==> images/clocks.png <==
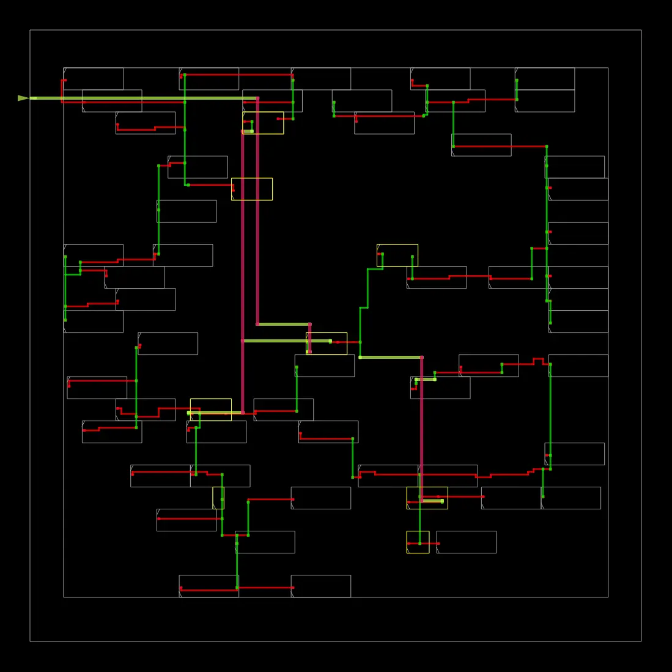
==> images/layer_met1.png <==
Supply wires on this layer in gray.
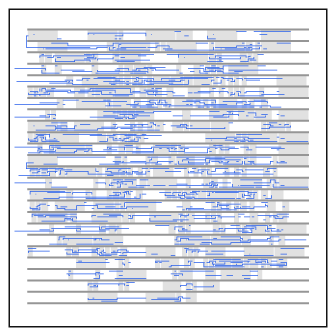
==> images/sizes.png <==
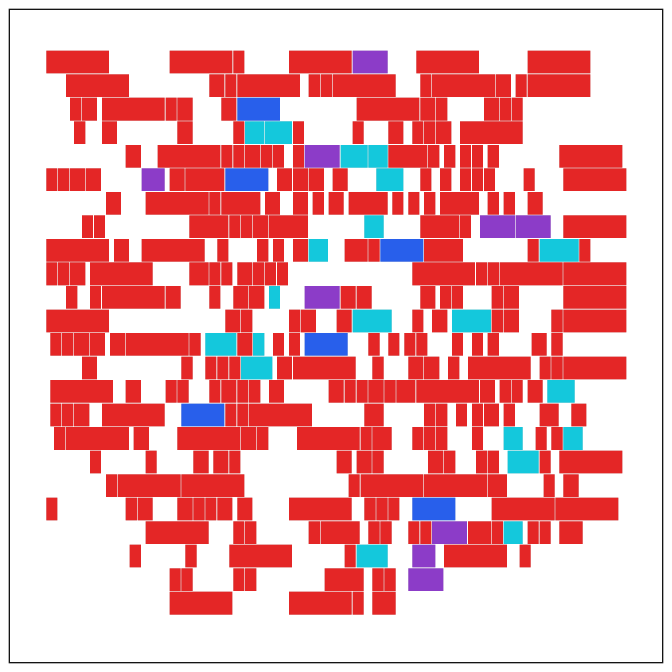
==> images/placement_by_type.png <==
Scale bar: 20 um.
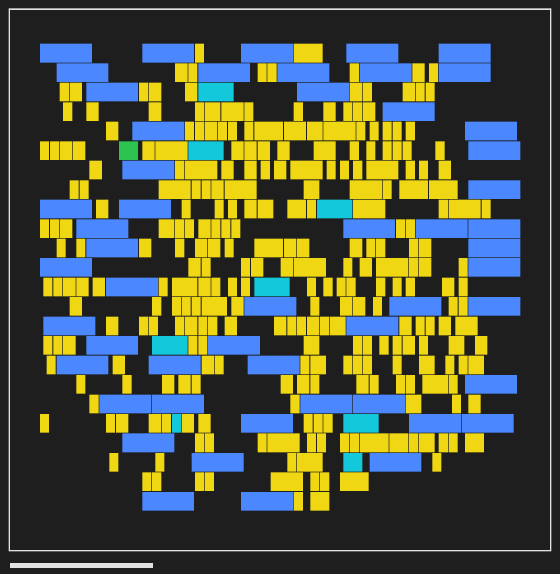
## src/rtl/led_7seg_pkg.sv

```systemverilog
// Shared segment constants for the 7-segment scan driver.
// All codes are active-low, bit6..bit0 = g,f,e,d,c,b,a.
package led_7seg_pkg;

    localparam logic [6:0] SEG_0     = 7'b1000000;
    localparam logic [6:0] SEG_1     = 7'b1111001;
    localparam logic [6:0] SEG_2     = 7'b0100100;
    localparam logic [6:0] SEG_3     = 7'b0110000;
    localparam logic [6:0] SEG_4     = 7'b0011001;
    localparam logic [6:0] SEG_5     = 7'b0010010;
    localparam logic [6:0] SEG_6     = 7'b0000010;
    localparam logic [6:0] SEG_7     = 7'b1011000;
    localparam logic [6:0] SEG_8     = 7'b0000000;
    localparam logic [6:0] SEG_9     = 7'b0010000;
    localparam logic [6:0] SEG_A     = 7'b0001000;
    localparam logic [6:0] SEG_B     = 7'b0000011;
    localparam logic [6:0] SEG_C     = 7'b1000110;
    localparam logic [6:0] SEG_D     = 7'b0100001;
    localparam logic [6:0] SEG_E     = 7'b0000110;
    localparam logic [6:0] SEG_F     = 7'b0001110;
    localparam logic [6:0] SEG_BLANK = 7'b1111111;

endpackage

```

## src/rtl/led_7seg_hex_decoder.sv

```systemverilog
// Nibble to active-low 7-segment code; codes 10..15 blank
// unless HEX_MODE is set.
module led_7seg_hex_decoder
    import led_7seg_pkg::*;
#(
    parameter bit HEX_MODE = 1'b0
) (
    input  logic [3:0] code,
    output logic [6:0] seg_n
);

    always_comb begin
        seg_n = SEG_BLANK;
        unique case (code)
            4'd0:  seg_n = SEG_0;
            4'd1:  seg_n = SEG_1;
            4'd2:  seg_n = SEG_2;
            4'd3:  seg_n = SEG_3;
            4'd4:  seg_n = SEG_4;
            4'd5:  seg_n = SEG_5;
            4'd6:  seg_n = SEG_6;
            4'd7:  seg_n = SEG_7;
            4'd8:  seg_n = SEG_8;
            4'd9:  seg_n = SEG_9;
            4'd10: seg_n = HEX_MODE ? SEG_A : SEG_BLANK;
            4'd11: seg_n = HEX_MODE ? SEG_B : SEG_BLANK;
            4'd12: seg_n = HEX_MODE ? SEG_C : SEG_BLANK;
            4'd13: seg_n = HEX_MODE ? SEG_D : SEG_BLANK;
            4'd14: seg_n = HEX_MODE ? SEG_E : SEG_BLANK;
            4'd15: seg_n = HEX_MODE ? SEG_F : SEG_BLANK;
        endcase
    end

endmodule

```

## src/rtl/led_7seg_scan_driver.sv

```systemverilog
// Multiplexed 7-segment scan driver with shadow registers,
// anti-ghost blanking and leading-zero suppression.
module led_7seg_scan_driver
    import led_7seg_pkg::*;
#(
    parameter int NUM_DIGITS     = 4,
    parameter int SCAN_DIV       = 50000,
    parameter int BLANK_CYC      = 2,
    parameter bit HEX_MODE       = 1'b0,
    parameter bit SEG_ACTIVE_LOW = 1'b1,
    parameter bit DIG_ACTIVE_LOW = 1'b1
) (
    input  logic                    clk,
    input  logic                    rst,
    input  logic                    load,
    input  logic [4*NUM_DIGITS-1:0] digits_in,
    input  logic [NUM_DIGITS-1:0]   dp_in,
    input  logic                    blank_lz,
    output logic [6:0]              seg,
    output logic                    dp,
    output logic [NUM_DIGITS-1:0]   dig_en,
    output logic                    frame_tick
);

    localparam int CW = $clog2(SCAN_DIV);
    localparam int IW = (NUM_DIGITS > 1) ? $clog2(NUM_DIGITS) : 1;

    localparam logic [CW-1:0] CNT_MAX   = CW'(SCAN_DIV - 1);
    localparam logic [CW-1:0] BLANK_END = CW'(BLANK_CYC);
    localparam logic [IW-1:0] IDX_MAX   = IW'(NUM_DIGITS - 1);

    localparam logic [6:0] SEG_OFF = SEG_ACTIVE_LOW ? SEG_BLANK : 7'b0;
    localparam logic       DP_OFF  = SEG_ACTIVE_LOW;
    localparam logic [NUM_DIGITS-1:0] DIG_OFF =
        DIG_ACTIVE_LOW ? '1 : '0;

    logic [CW-1:0]           cnt_q, cnt_d;
    logic [IW-1:0]           idx_q, idx_d;
    logic [4*NUM_DIGITS-1:0] digits_q, digits_d;
    logic [NUM_DIGITS-1:0]   dpin_q, dpin_d;
    logic                    blz_q, blz_d;
    logic [6:0]              seg_q, seg_d;
    logic                    dp_q, dp_d;
    logic [NUM_DIGITS-1:0]   dig_en_q, dig_en_d;
    logic                    frame_tick_q, frame_tick_d;

    logic [3:0]            nib;
    logic                  dp_bit;
    logic                  lz_bit;
    logic [NUM_DIGITS-1:0] lz;
    logic [NUM_DIGITS-1:0] onehot;
    logic [6:0]            dec_seg;
    logic [6:0]            seg_raw;
    logic                  slot_on;
    logic                  blank_digit;
    logic                  dp_on;
    logic                  lead;

    led_7seg_hex_decoder #(
        .HEX_MODE(HEX_MODE)
    ) u_dec (
        .code (nib),
        .seg_n(dec_seg)
    );

    // lz[k]: every shadow nibble from the top down to k is zero
    always_comb begin
        lz   = '0;
        lead = 1'b1;
        for (int k = NUM_DIGITS - 1; k >= 0; k--) begin
            lead  = lead & (digits_q[4*k +: 4] == 4'd0);
            lz[k] = lead;
        end
    end

    always_comb begin
        nib    = 4'd0;
        dp_bit = 1'b0;
        lz_bit = 1'b0;
        onehot = '0;
        for (int k = 0; k < NUM_DIGITS; k++) begin
            if (idx_q == IW'(k)) begin
                nib       = digits_q[4*k +: 4];
                dp_bit    = dpin_q[k];
                lz_bit    = lz[k];
                onehot[k] = 1'b1;
            end
        end
    end

    always_comb begin
        cnt_d        = cnt_q + CW'(1);
        idx_d        = idx_q;
        frame_tick_d = 1'b0;
        if (cnt_q == CNT_MAX) begin
            cnt_d        = '0;
            idx_d        = (idx_q == IDX_MAX) ? '0 : idx_q + IW'(1);
            frame_tick_d = (idx_q == IDX_MAX);
        end

        digits_d = load ? digits_in : digits_q;
        dpin_d   = load ? dp_in     : dpin_q;
        blz_d    = load ? blank_lz  : blz_q;

        slot_on     = (cnt_q >= BLANK_END);
        blank_digit = blz_q && (idx_q != '0) && lz_bit;
        seg_raw     = blank_digit ? SEG_BLANK : dec_seg;
        dp_on       = slot_on && dp_bit && !blank_digit;

        seg_d    = SEG_ACTIVE_LOW ? seg_raw : ~seg_raw;
        dp_d     = SEG_ACTIVE_LOW ? ~dp_on : dp_on;
        dig_en_d = DIG_ACTIVE_LOW ? ~(slot_on ? onehot : '0)
                                  : (slot_on ? onehot : '0);
    end

    always_ff @(posedge clk) begin
        if (rst) begin
            cnt_q        <= '0;
            idx_q        <= '0;
            digits_q     <= '0;
            dpin_q       <= '0;
            blz_q        <= 1'b0;
            seg_q        <= SEG_OFF;
            dp_q         <= DP_OFF;
            dig_en_q     <= DIG_OFF;
            frame_tick_q <= 1'b0;
        end else begin
            cnt_q        <= cnt_d;
            idx_q        <= idx_d;
            digits_q     <= digits_d;
            dpin_q       <= dpin_d;
            blz_q        <= blz_d;
            seg_q        <= seg_d;
            dp_q         <= dp_d;
            dig_en_q     <= dig_en_d;
            frame_tick_q <= frame_tick_d;
        end
    end

    assign seg        = seg_q;
    assign dp         = dp_q;
    assign dig_en     = dig_en_q;
    assign frame_tick = frame_tick_q;

endmodule

```

## config.mk

```make
export PLATFORM = sky130hd
export DESIGN_NAME = led_7seg_scan_driver
export DESIGN_NICKNAME = d
export VERILOG_FILES = /design/src/rtl/led_7seg_pkg.sv /design/src/rtl/led_7seg_hex_decoder.sv /design/src/rtl/led_7seg_scan_driver.sv
export SDC_FILE = /design/constraint.sdc
export NUM_CORES = 1
export LEC_CHECK = 0
export ABC_AREA = 1
export CAP_MARGIN = 40
export CORE_MARGIN = 4
export CORE_UTILIZATION = 55
export CTS_CLUSTER_SIZE = 16
export DETAILED_ROUTE_END_ITERATION = 8
export DONT_BUFFER_PORTS = 1
export MAX_ROUTING_LAYER = met4
export PLACE_DENSITY = 0.7
export SLEW_MARGIN = 30
export SYNTH_ARGS = -nofsm -noshare
export SYNTH_HDL_FRONTEND = slang
export SYNTH_SLANG_ARGS = --single-unit
```

## constraint.sdc

```tcl
create_clock -name clk -period 3.2 [get_ports clk]
set_clock_uncertainty 0.15 [all_clocks]
set_input_delay 0.8 -clock clk [delete_from_list [all_inputs] [get_ports clk]]
set_output_delay 0.8 -clock clk [all_outputs]
set_load 0.02 [all_outputs]
```

==> notes.md <==
run results: status finished, final reports clean, Syn Inst Count 341, register area 1040 um2, internal power 894 uW, Post-DRT Antenna Nets 0, first-pass GRT wire length 8560 um, headroom to the max-slew limit 52.9%, Crit Path Max Fanout 9, total of max-cap violations 0, NonClk Buf Share 0.286%, Final Util 59.8%, die width 75.4 um, drt initial violations 146, Seq pwr share 58.8%, initial antenna violation count 0, Global Route met2 Usage 30.2%, dpl ws 1.03 ns, CTS H-tree depth 2, Worst path max stage delay 0.39 ns, WL met1 2510 um, Adder-Cell Fraction of Synth Area 5.51%, Ant. Diodes 0, DP HPWL 3840 um, share of cells above drive strength 1 10.2%, Post-Syn Nets 376, IO Count 37, RSZ-0062 raised after global routing false, top_reg_cell synth dfxtp_1, Hold Startpoint cnt_q[0], cts repair resizes 0, Basic Gates by Area 33.5%, Buf+Inv Stages, Crit Path 2, AO/OA Area Share 12.6%, Top logic family simple AND/OR/NAND/NOR gates, number of OpenROAD warnings 34, post-cts hold-fix buffer tally 0, Pwr top sequential cells, CTS root buffer clkbuf_8, # Post-CTS Setup Buffers 0, hold depth 1, metal2 WL 2250 um, n_taps 52, GRT Max-Usage Layer met2, cell count in the Yosys report 341, Final nets 376, inverters 33, register share after synthesis 41.7%, fraction of area in multi-input gates 49.2%, Synth area leaders dfxtp_1 42%, nor2_1 11%, nand2_1 8.4%, I/O Buffers 0, logic area 1290 um2, P per Cell Area 463 nW/um2, Clock Latency Late Sink 0.31 ns, Core ar. 4380 um2, Worst setup SP type register, DRC viols 0, count of library flops with an enable pin 0, fin crit share 68.7%, GPL Wtd Cong 0.929, ys async rst share 0%, WP depth 9, post-synthesis register bit count 52, CP top delay family adder cells, count leader, synth nor2_1, synth warn 0, distinct lib cells 30, GRT Residual Overflow 0, Fin Setup TNS 0 ns, worst r2r path cells 9, FF-to-FF setup slack 1.00 ns, most used cell, CP nor2_1, largest net degree at the start of global routing 27, top cells by count, synth 73 x nor2_1, 56 x nand2_1, 52 x dfxtp_1, Detailed Routing Iterations Pass 1 4, DR top layer met4, peak supply drop 0.000295 V, die area 5680 um2, fmax 455 MHz, worst path cell trace ha_1 -> inv_1 -> o21ai_0 -> inv_1 -> ha_1 -> nor2_1 -> nor2_1 -> nor2_1 -> nand2_1, vias per cell 5.23, sw frac 26.3%, WP data required 3.24 ns, Die Ht 75.4 um, Clk pwr share 32.3%, RR Startpoint idx_q[0], Least-Margin Pin Slew 0.706 ns, CP Class reg2reg, clock-cell share of area 3.58%, Slowest cell on crit path o21ai_0, Row Count 24, minimum clock period 2.20 ns, YS chip area 2500 um2, Crit. Startpoint idx_q[0], met3 WL post-DR 216 um, Synth mux share 0%, syn_area_per_cell 7.32 um2, Synth top area share 41.7%, leakage 0.00113 uW, CTS tree done, CP endpoint seg[0], routed length per placed instance 12.8 um, Largest area class, layout multi-input combinational cells, Logic power comb 107 uW, Worst-path clk slew 0.09 ns, Hold Path Class reg2reg, total track usage 20.1%, Hold EP cnt_q[0], RR Endpoint seg[0], # fillers 416, Cell Area, Synth 2500 um2, Final Slew Violations 0, FP Core Util 57.0%, sequential power 714 uW, Max clock buf depth 2, Worst Setup End Kind register, Seq area share 39.7%, vias in the first global route 1904, post-synth top area cell dfxtp_1, Final Hold Vio Count 0, Final Setup Violations 0, MI comb cells 248, GR Util met3 3.30%, Critical Path AT 2.24 ns, xor/xnor share 0%, Comb power frac 8.9%, sw power 319 uW
Back to the opening pictures, clocks.png:
cts bufs inserted: 5
clock sinks: 52
flip-flops: 52
clock-net power: 392 uW
CLK BUF: 7

Back to the opening pictures, layer_met1.png:
main direction	horizontal
wire length on this layer	2510 um
longest straight run	24.1 um
share of all routed wire	50%
nets with wire on the layer	338
via count: 2060
routing usage on met1: 27.3%
Total Routed Length: 5050 um

Back to the opening pictures, sizes.png:
color	size	cells
red	_0 and _1 cells	307
blue	_6 and larger	6
purple	_3 and _4 cells	9
cyan	_2 cells	20
setup slack after layout: 1.00 ns
nonclk buf count: 1
Area growth syn-to-layout: 4.96%
final instance area: 2620 um2

Back to the opening pictures, placement_by_type.png:
color	class	cells
cyan	clock drivers and dummy loads	8
green	remaining buffers and delay cells	1
yellow	combinational and other logic	281
blue	sequential cells	52

## cells in the final DEF (no fill, tap or decap), types with 5 or more instances in the layout
| cell type | instances |
|---|---|
| nand3_1 | 15 |
| nand2_1 | 56 |
| o21ai_0 | 30 |
| nor2_1 | 73 |
| clkbuf_8 | 6 |
| a21oi_1 | 23 |
| nor3_1 | 5 |
| ha_1 | 11 |
| dfxtp_1 | 52 |
| inv_1 | 31 |
## per-stage QoR
step	std cells	hold slack, ns	cell area (um2)	power (uW)
after floorplan	341	0.290	2500	813
after global placement	386	0.304	2530	836
after detailed placement	386	0.314	2530	837
after CTS	394	0.336	2620	1220
after global routing	394	0.357	2620	1270
final	394	0.337	2620	1210
No activity file was given, so power comes from the tool's default toggle rates.
